`config.mk`:
```
export PLATFORM = sky130hd
export DESIGN_NAME = bd_output_packer_flat
export DESIGN_NICKNAME = d
export VERILOG_FILES = /design/src/rtl/bd_output_packer_if.sv /design/src/rtl/bd_output_packer.sv /design/src/flat_wrapper.sv
export SDC_FILE = /design/constraint.sdc
export NUM_CORES = 1
export LEC_CHECK = 0
export ABC_AREA = 1
export CELL_PAD_IN_SITES_DETAIL_PLACEMENT = 1
export CELL_PAD_IN_SITES_GLOBAL_PLACEMENT = 2
export CORE_MARGIN = 3
export CORE_UTILIZATION = 22
export CTS_CLUSTER_DIAMETER = 40
export CTS_CLUSTER_SIZE = 40
export DETAILED_ROUTE_END_ITERATION = 8
export GPL_TIMING_DRIVEN = 1
export PLACE_DENSITY = 0.79
export SLEW_MARGIN = 20
export SYNTH_ARGS = -nofsm -noshare
export SYNTH_HDL_FRONTEND = slang
export SYNTH_SLANG_ARGS = --single-unit
```
`constraint.sdc`:
```
create_clock -name clk -period 1.6 [get_ports clk]
set_input_delay 0.16 -clock clk [delete_from_list [all_inputs] [get_ports clk]]
set_output_delay 0.16 -clock clk [all_outputs]
set_load 0.02 [all_outputs]
```
`src/rtl/bd_output_packer_if.sv`:
```
// Handshake bundle between the BD decoder, the output packer and the host FIFO.
// The packer takes the slave side; its environment drives the master side.
interface bd_output_packer_if #(
    parameter int NCODE    = 4,
    parameter int NPAYLOAD = 38
);
    logic [NCODE-1:0]    in_leaf_code;
    logic [NPAYLOAD-1:0] in_payload;
    logic                in_v;
    logic                in_a;
    logic [31:0]         out_d;
    logic                out_v;
    logic                out_a;

    modport slave (
        input  in_leaf_code,
        input  in_payload,
        input  in_v,
        output in_a,
        output out_d,
        output out_v,
        input  out_a
    );

    modport master (
        output in_leaf_code,
        output in_payload,
        output in_v,
        input  in_a,
        input  out_d,
        input  out_v,
        output out_a
    );
endinterface

```
`src/rtl/bd_output_packer.sv`:
```
// Packs decoded BD words into 32-bit host words; wide leaves take two words.
// Invalid leaf codes are swallowed and counted in a saturating counter.
module bd_output_packer #(
    parameter int                     NCODE          = 4,
    parameter int                     NPAYLOAD       = 38,
    parameter logic [(1<<NCODE)-1:0]  WIDE_MASK      = 16'h18C1,
    parameter int                     MAX_VALID_CODE = 12,
    parameter int                     NCNT           = 16
) (
    input  logic             clk,
    input  logic             reset,
    bd_output_packer_if.slave bus,
    output logic [NCNT-1:0]  drop_count
);
    localparam int HIW = NPAYLOAD - 27;
    localparam logic [NCODE-1:0] MAXC = NCODE'(MAX_VALID_CODE);

    typedef enum logic [1:0] {
        EMPTY,
        FIRST,
        SECOND
    } state_e;

    state_e              state_q;
    logic [NCODE-1:0]    code_q;
    logic [NPAYLOAD-1:0] payload_q;
    logic [NCNT-1:0]     drop_q;
    logic [NCNT-1:0]     drop_d;

    logic        hold_v;
    logic        phase;
    logic        last_now;
    logic        accept;
    logic        code_ok;
    logic        load;
    logic [26:0] chunk;

    assign hold_v   = (state_q != EMPTY);
    assign phase    = (state_q == SECOND);
    assign last_now = phase || !WIDE_MASK[code_q];

    // Reset forces in_a low so nothing is transferred while held in reset.
    assign bus.in_a = reset && (!hold_v || (bus.out_a && last_now));
    assign accept   = bus.in_v && bus.in_a;
    assign code_ok  = (bus.in_leaf_code <= MAXC);
    assign load     = accept && code_ok;

    assign chunk = phase ? {{(27-HIW){1'b0}}, payload_q[NPAYLOAD-1:27]}
                         : payload_q[26:0];

    assign bus.out_v = hold_v;
    assign bus.out_d = hold_v ? {code_q, last_now, chunk} : 32'd0;

    assign drop_d = (accept && !code_ok && (drop_q != {NCNT{1'b1}}))
                  ? drop_q + 1'b1
                  : drop_q;

    assign drop_count = drop_q;

    always_ff @(posedge clk) begin
        if (!reset) begin
            state_q   <= EMPTY;
            code_q    <= '0;
            payload_q <= '0;
            drop_q    <= '0;
        end else begin
            drop_q <= drop_d;
            // Any accepted valid word lands in FIRST: in_a already implies
            // the previous word's last beat is leaving this edge.
            if (load) begin
                state_q   <= FIRST;
                code_q    <= bus.in_leaf_code;
                payload_q <= bus.in_payload;
            end else begin
                unique case (state_q)
                    EMPTY: state_q <= EMPTY;
                    FIRST,
                    SECOND: begin
                        if (bus.out_a) begin
                            state_q <= last_now ? EMPTY : SECOND;
                        end
                    end
                    default: state_q <= EMPTY;
                endcase
            end
        end
    end
endmodule

```
`src/flat_wrapper.sv`:
```
// flat-port wrapper written by rule: the top's interface ports become plain ports
module bd_output_packer_flat 
#(
    parameter int                     NCODE          = 4,
    parameter int                     NPAYLOAD       = 38,
    parameter logic [(1<<NCODE)-1:0]  WIDE_MASK      = 16'h18C1,
    parameter int                     MAX_VALID_CODE = 12,
    parameter int                     NCNT           = 16
)
  (clk, reset, drop_count, bus_in_leaf_code, bus_in_payload, bus_in_v, bus_in_a, bus_out_d, bus_out_v, bus_out_a);
  bd_output_packer_if #(.NCODE(NCODE), .NPAYLOAD(NPAYLOAD)) bus_i ();
  input  logic clk;
  input  logic reset;
  output logic [NCNT-1:0] drop_count;
  input wire logic [$bits(bus_i.in_leaf_code)-1:0] bus_in_leaf_code;
  input wire logic [$bits(bus_i.in_payload)-1:0] bus_in_payload;
  input wire logic [$bits(bus_i.in_v)-1:0] bus_in_v;
  output wire logic [$bits(bus_i.in_a)-1:0] bus_in_a;
  output wire logic [$bits(bus_i.out_d)-1:0] bus_out_d;
  output wire logic [$bits(bus_i.out_v)-1:0] bus_out_v;
  input wire logic [$bits(bus_i.out_a)-1:0] bus_out_a;
  assign bus_i.in_leaf_code = bus_in_leaf_code;
  assign bus_i.in_payload = bus_in_payload;
  assign bus_i.in_v = bus_in_v;
  assign bus_in_a = bus_i.in_a;
  assign bus_out_d = bus_i.out_d;
  assign bus_out_v = bus_i.out_v;
  assign bus_i.out_a = bus_out_a;
  bd_output_packer #(.NCODE(NCODE), .NPAYLOAD(NPAYLOAD), .WIDE_MASK(WIDE_MASK), .MAX_VALID_CODE(MAX_VALID_CODE), .NCNT(NCNT)) u_core (.clk(clk), .reset(reset), .bus(bus_i), .drop_count(drop_count));
endmodule
```
==> run_1/layers.png <==
Two of the layers only.
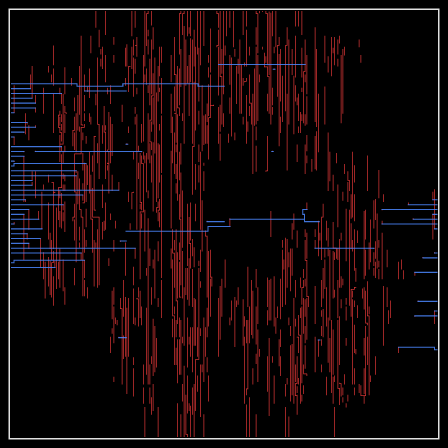
blue -> M3  # wire length 641 um
red -> M2  # wire length 5,940 um
GRT Total Usage: 13.8%
Avg WL per Cell: 16.2 um
final wirelength: 11,700 um

==> run_1/route_heat.png <==
24 x 24 tiles, from dark purple (low) to yellow (high), scaled to the fullest tile. Values are wire area over tile area, all layers added.
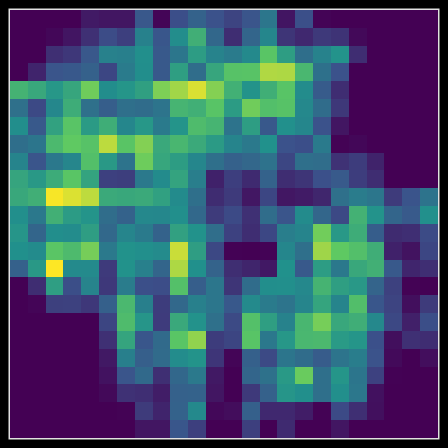
tiles over half the peak = 24%
fullest tile = 0.41
nearly empty tiles = 22%
mean over tiles = 0.13

==> run_1/clock_nets.png <==
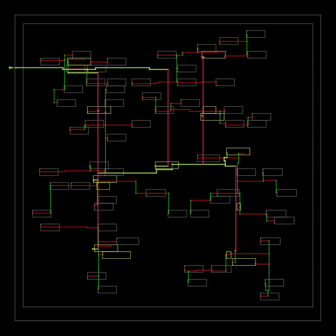
sequential cell count: 61
clock buf count: 12
P_clk: 1.95 mW
clock sink count: 61

==> run_1/util_map.png <==
The bar under the picture is 20 um long. 12 x 12 tiles, from dark purple (low) to yellow (high), 0 to 100% covered.
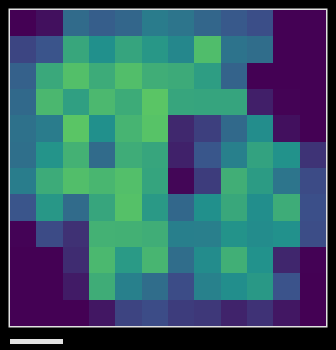
mean over tiles = 36%
nearly empty tiles = 16%
fullest tile = 73%
emptiest ninth of the die = upper right
densest ninth of the die = top center

==> ds_physical_params.txt, run 1 <==
Implementation parameters

Parameter                              Value

Worst setup path
  Source of the worst register-to-register timing path    u_core.state_q[0]
  Kind of start point of the critical path    flip-flop
  Worst EP required    1860 ps
  End of the worst register-to-register path    u_core.payload_q[32]
  Launch point of the worst path    u_core.state_q[0]
  CP delay by family, top    buffers and inverters
  Internal reg-to-reg setup slack    -170 ps
  Largest stage delay on the critical path    350 ps
  Logic depth of the worst register-to-register path    11

Global route
  Largest net degree at the start of global routing    79
  Met1 track demand over resource    16.0%
  Number of global-route vias before repair    3,313
  Most congested layer reported by global routing    met2
  Leftover overflow at the end of global routing    0
  Number of antenna violations at the first check in global routing    0
  GR met3 Demand/Resource    3.93%

Clocking
  Clock-pin slew on the worst setup and hold paths    50 ps
  Clock latency reported for the late side of the worst-skew pair    340 ps
  Number of buffers created by CTS    9
  Cell chosen for the clock root    clkbuf_16

Yosys
  Mux frac, synth    0%
  Net count of the mapped netlist    454
  Number of enable flip-flop cells    0
  Dominant register cell    dfxtp_1
  Average cell area after synthesis    7.11 um2
  Fraction of synthesis flops using an asynchronous set or reset pin    0%
  Ys flops    61
  Yosys Instances    405
  Simple logic cell fraction of the synthesized area    18.7%
  Synth warn    0
  Chip area in the Yosys report    2880 um2
  Cell area after synthesis    2880 um2
  Xor+xnor area frac    2.43%

Placement
  Dpl ws    -341 ps
  Number of port buffers    95
  Total instance count after detailed placement    687

Power
  Combinational power    756 uW
  Total power    4.34 mW
  Maximum ir drop on the vdd rail    0.535 mV
  Switching power    1.11 mW
  Sw Share    25.7%
  Top power group    the clock network
  Leakage power of the design    2.23 nW

Finish
  Most frequent logic cell in the layout    inv_1
  Comb/total area    33.1%
  Top Layout Cells    67 x inv_1, 57 x clkdlybuf4s50_1, 51 x buf_4, 50 x dfxtp_1, 41 x a21oi_1
  Fraction of layout cells with a size suffix above 1    39.0%
  Final non-filler cell area    5490 um2
  Fraction of area in registers    22.6%
  Nonclk inv count    74
  Largest register by flop count    u_core.payload_q
  Count of placed standard cells in the final layout, fillers left out    726
  Inserted Diodes    0
  Combined area of the multi-input logic cells    1820 um2
  Count of nets after finishing    600
  Area added between synthesis and finish    90.9%

Hold path
  WHS Endpoint    u_core.payload_q[1]
  Start point of the worst min-delay path    u_core.payload_q[1]

Final timing
  Crit path setup slack, layout    -165 ps
  Endpoints failing hold    0
  Final tally of setup violations    85
  Final period demand of the worst path    1770 ps
  Setup TNS after final layout    -6980 ps
  Final setup skew    7.23 ps
  Measured slew at the worst slew-check pin    536 ps

Status
  Violated checks    negative setup slack
  Result of the run    finished, violations left

Drt
  Detailed router's first-iteration violation count    122
  Met1 WL    4960 um
  Remaining DRCs    0
  Highest Signal Layer    met4
  DR WL met3    641 um
  Vias per inst    4.52

Die
  Area of the die    14,500 um2
  Overall die width    120 um

Job
  Max_cap viols    0
==> run 2, diff against run 1 <==
--- a/config.mk
+++ b/config.mk
@@ -11,3 +11,3 @@
 export CORE_MARGIN = 3
-export CORE_UTILIZATION = 22
+export CORE_UTILIZATION = 30
 export CTS_CLUSTER_DIAMETER = 40
@@ -15,4 +15,5 @@
 export DETAILED_ROUTE_END_ITERATION = 8
+export DONT_BUFFER_PORTS = 1
 export GPL_TIMING_DRIVEN = 1
-export PLACE_DENSITY = 0.79
+export PLACE_DENSITY = 0.77
 export SLEW_MARGIN = 20
==> constraint.sdc (replaced) <==
create_clock -name clk -period 1.6 [get_ports clk]
set_input_delay 0.32 -clock clk [delete_from_list [all_inputs] [get_ports clk]]
set_output_delay 0.32 -clock clk [all_outputs]
set_load 0.02 [all_outputs]
==> ds_physical_params.txt, run 2 <==
Implementation parameters

Parameter                              Value

Worst setup path
  Source of the worst register-to-register timing path    u_core.state_q[0]
  End of the worst register-to-register path    u_core.drop_count[1]
  Worst EP required    1280 ps (-580 ps)
  Largest stage delay on the critical path    340 ps (about the same)
  Kind of start point of the critical path    flip-flop
  Internal reg-to-reg setup slack    -250 ps (-80 ps)

Global route
  Most congested layer reported by global routing    met2
  Leftover overflow at the end of global routing    0 (unchanged)
  Number of antenna violations at the first check in global routing    0 (unchanged)
  GRT Total Usage    19.0% (+5.2 points)
  Largest net degree at the start of global routing    52 (-34%)

Finish
  Most frequent logic cell in the layout    inv_1
  Count of placed standard cells in the final layout, fillers left out    622 (-14%)
  Largest register by flop count    u_core.payload_q
  Top Layout Cells    69 x inv_1, 51 x buf_4, 50 x dfxtp_1, 47 x a21oi_1, 37 x nand2_1
  Final non-filler cell area    4680 um2 (-15%)
  Combined area of the multi-input logic cells    1740 um2 (-3.9%)
  Comb/total area    37.3% (+4.2 points)
  Inserted Diodes    0 (unchanged)
  Nonclk inv count    75 (+1.4%)

Final timing
  Crit path setup slack, layout    -294 ps (-129 ps)
  Final period demand of the worst path    1890 ps (+129 ps)
  Final tally of setup violations    91 (+7.1%)

Yosys
  Fraction of synthesis flops using an asynchronous set or reset pin    0% (unchanged)
  Chip area in the Yosys report    2880 um2 (unchanged)
  Ys flops    61 (unchanged)
  Simple logic cell fraction of the synthesized area    18.7% (unchanged)
  Number of enable flip-flop cells    0 (unchanged)
  Net count of the mapped netlist    454 (unchanged)
  Yosys Instances    405 (unchanged)
  Xor+xnor area frac    2.43% (unchanged)
  Synth warn    0 (unchanged)

Drt
  Vias per inst    4.94 (+9.3%)
  Met1 WL    4220 um (-15%)
  Detailed router's first-iteration violation count    129 (+5.7%)
  Final wirelength    10,500 um (-10%)
  Avg WL per Cell    16.9 um (+4.7%)

Status
  Violated checks    negative setup slack
  Result of the run    finished, violations left

Power
  Leakage power of the design    1.89 nW (-15%)
  Sw Share    26.8% (+1.1 points)
  Combinational power    586 uW (-22%)
  Total power    3.69 mW (-15%)
  Switching power    988 uW (-11%)
  Maximum ir drop on the vdd rail    0.510 mV (-4.7%)

Hold path
  WHS Endpoint    u_core.drop_count[12]
  Start point of the worst min-delay path    reset

Placement
  Total instance count after detailed placement    578 (-16%)
  Dpl ws    -226 ps (+115 ps)

Die
  Overall die width    104 um (-14%)

Clocking
  Cell chosen for the clock root    clkbuf_8
==> run_2/clock_nets.png <==
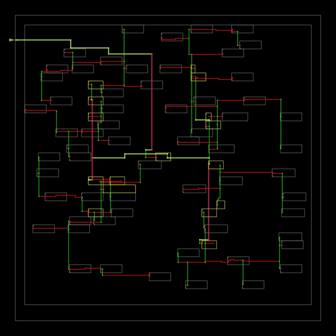
clock latency reported for the late side of the worst-skew pair: 340 ps
final setup skew: 6.45 ps
P_clk: 1.47 mW
number of buffers created by CTS: 9
clock buf count: 13

==> run_2/route_heat.png <==
21 x 21 tiles, from dark purple (low) to yellow (high), scaled to the fullest tile. Values are wire area over tile area, all layers added.
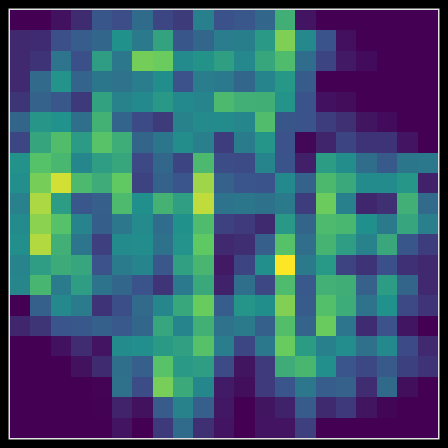
mean over tiles = 0.15
densest ninth of the die = middle left
tiles over half the peak = 24%
fullest tile = 0.46
nearly empty tiles = 14%

==> run_2/util_map.png <==
The bar under the picture is 20 um long. 10 x 10 tiles, from dark purple (low) to yellow (high), 0 to 100% covered.
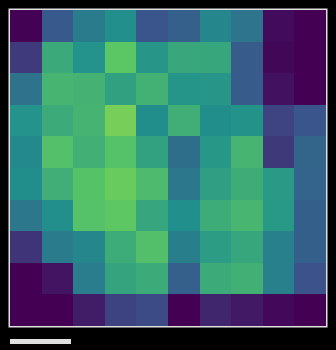
tiles over 75% full = 2.0%
mean over tiles = 42%
emptiest ninth of the die = upper right
nearly empty tiles = 10%
fullest tile = 79%

Power is estimated from default activity; no workload was simulated.
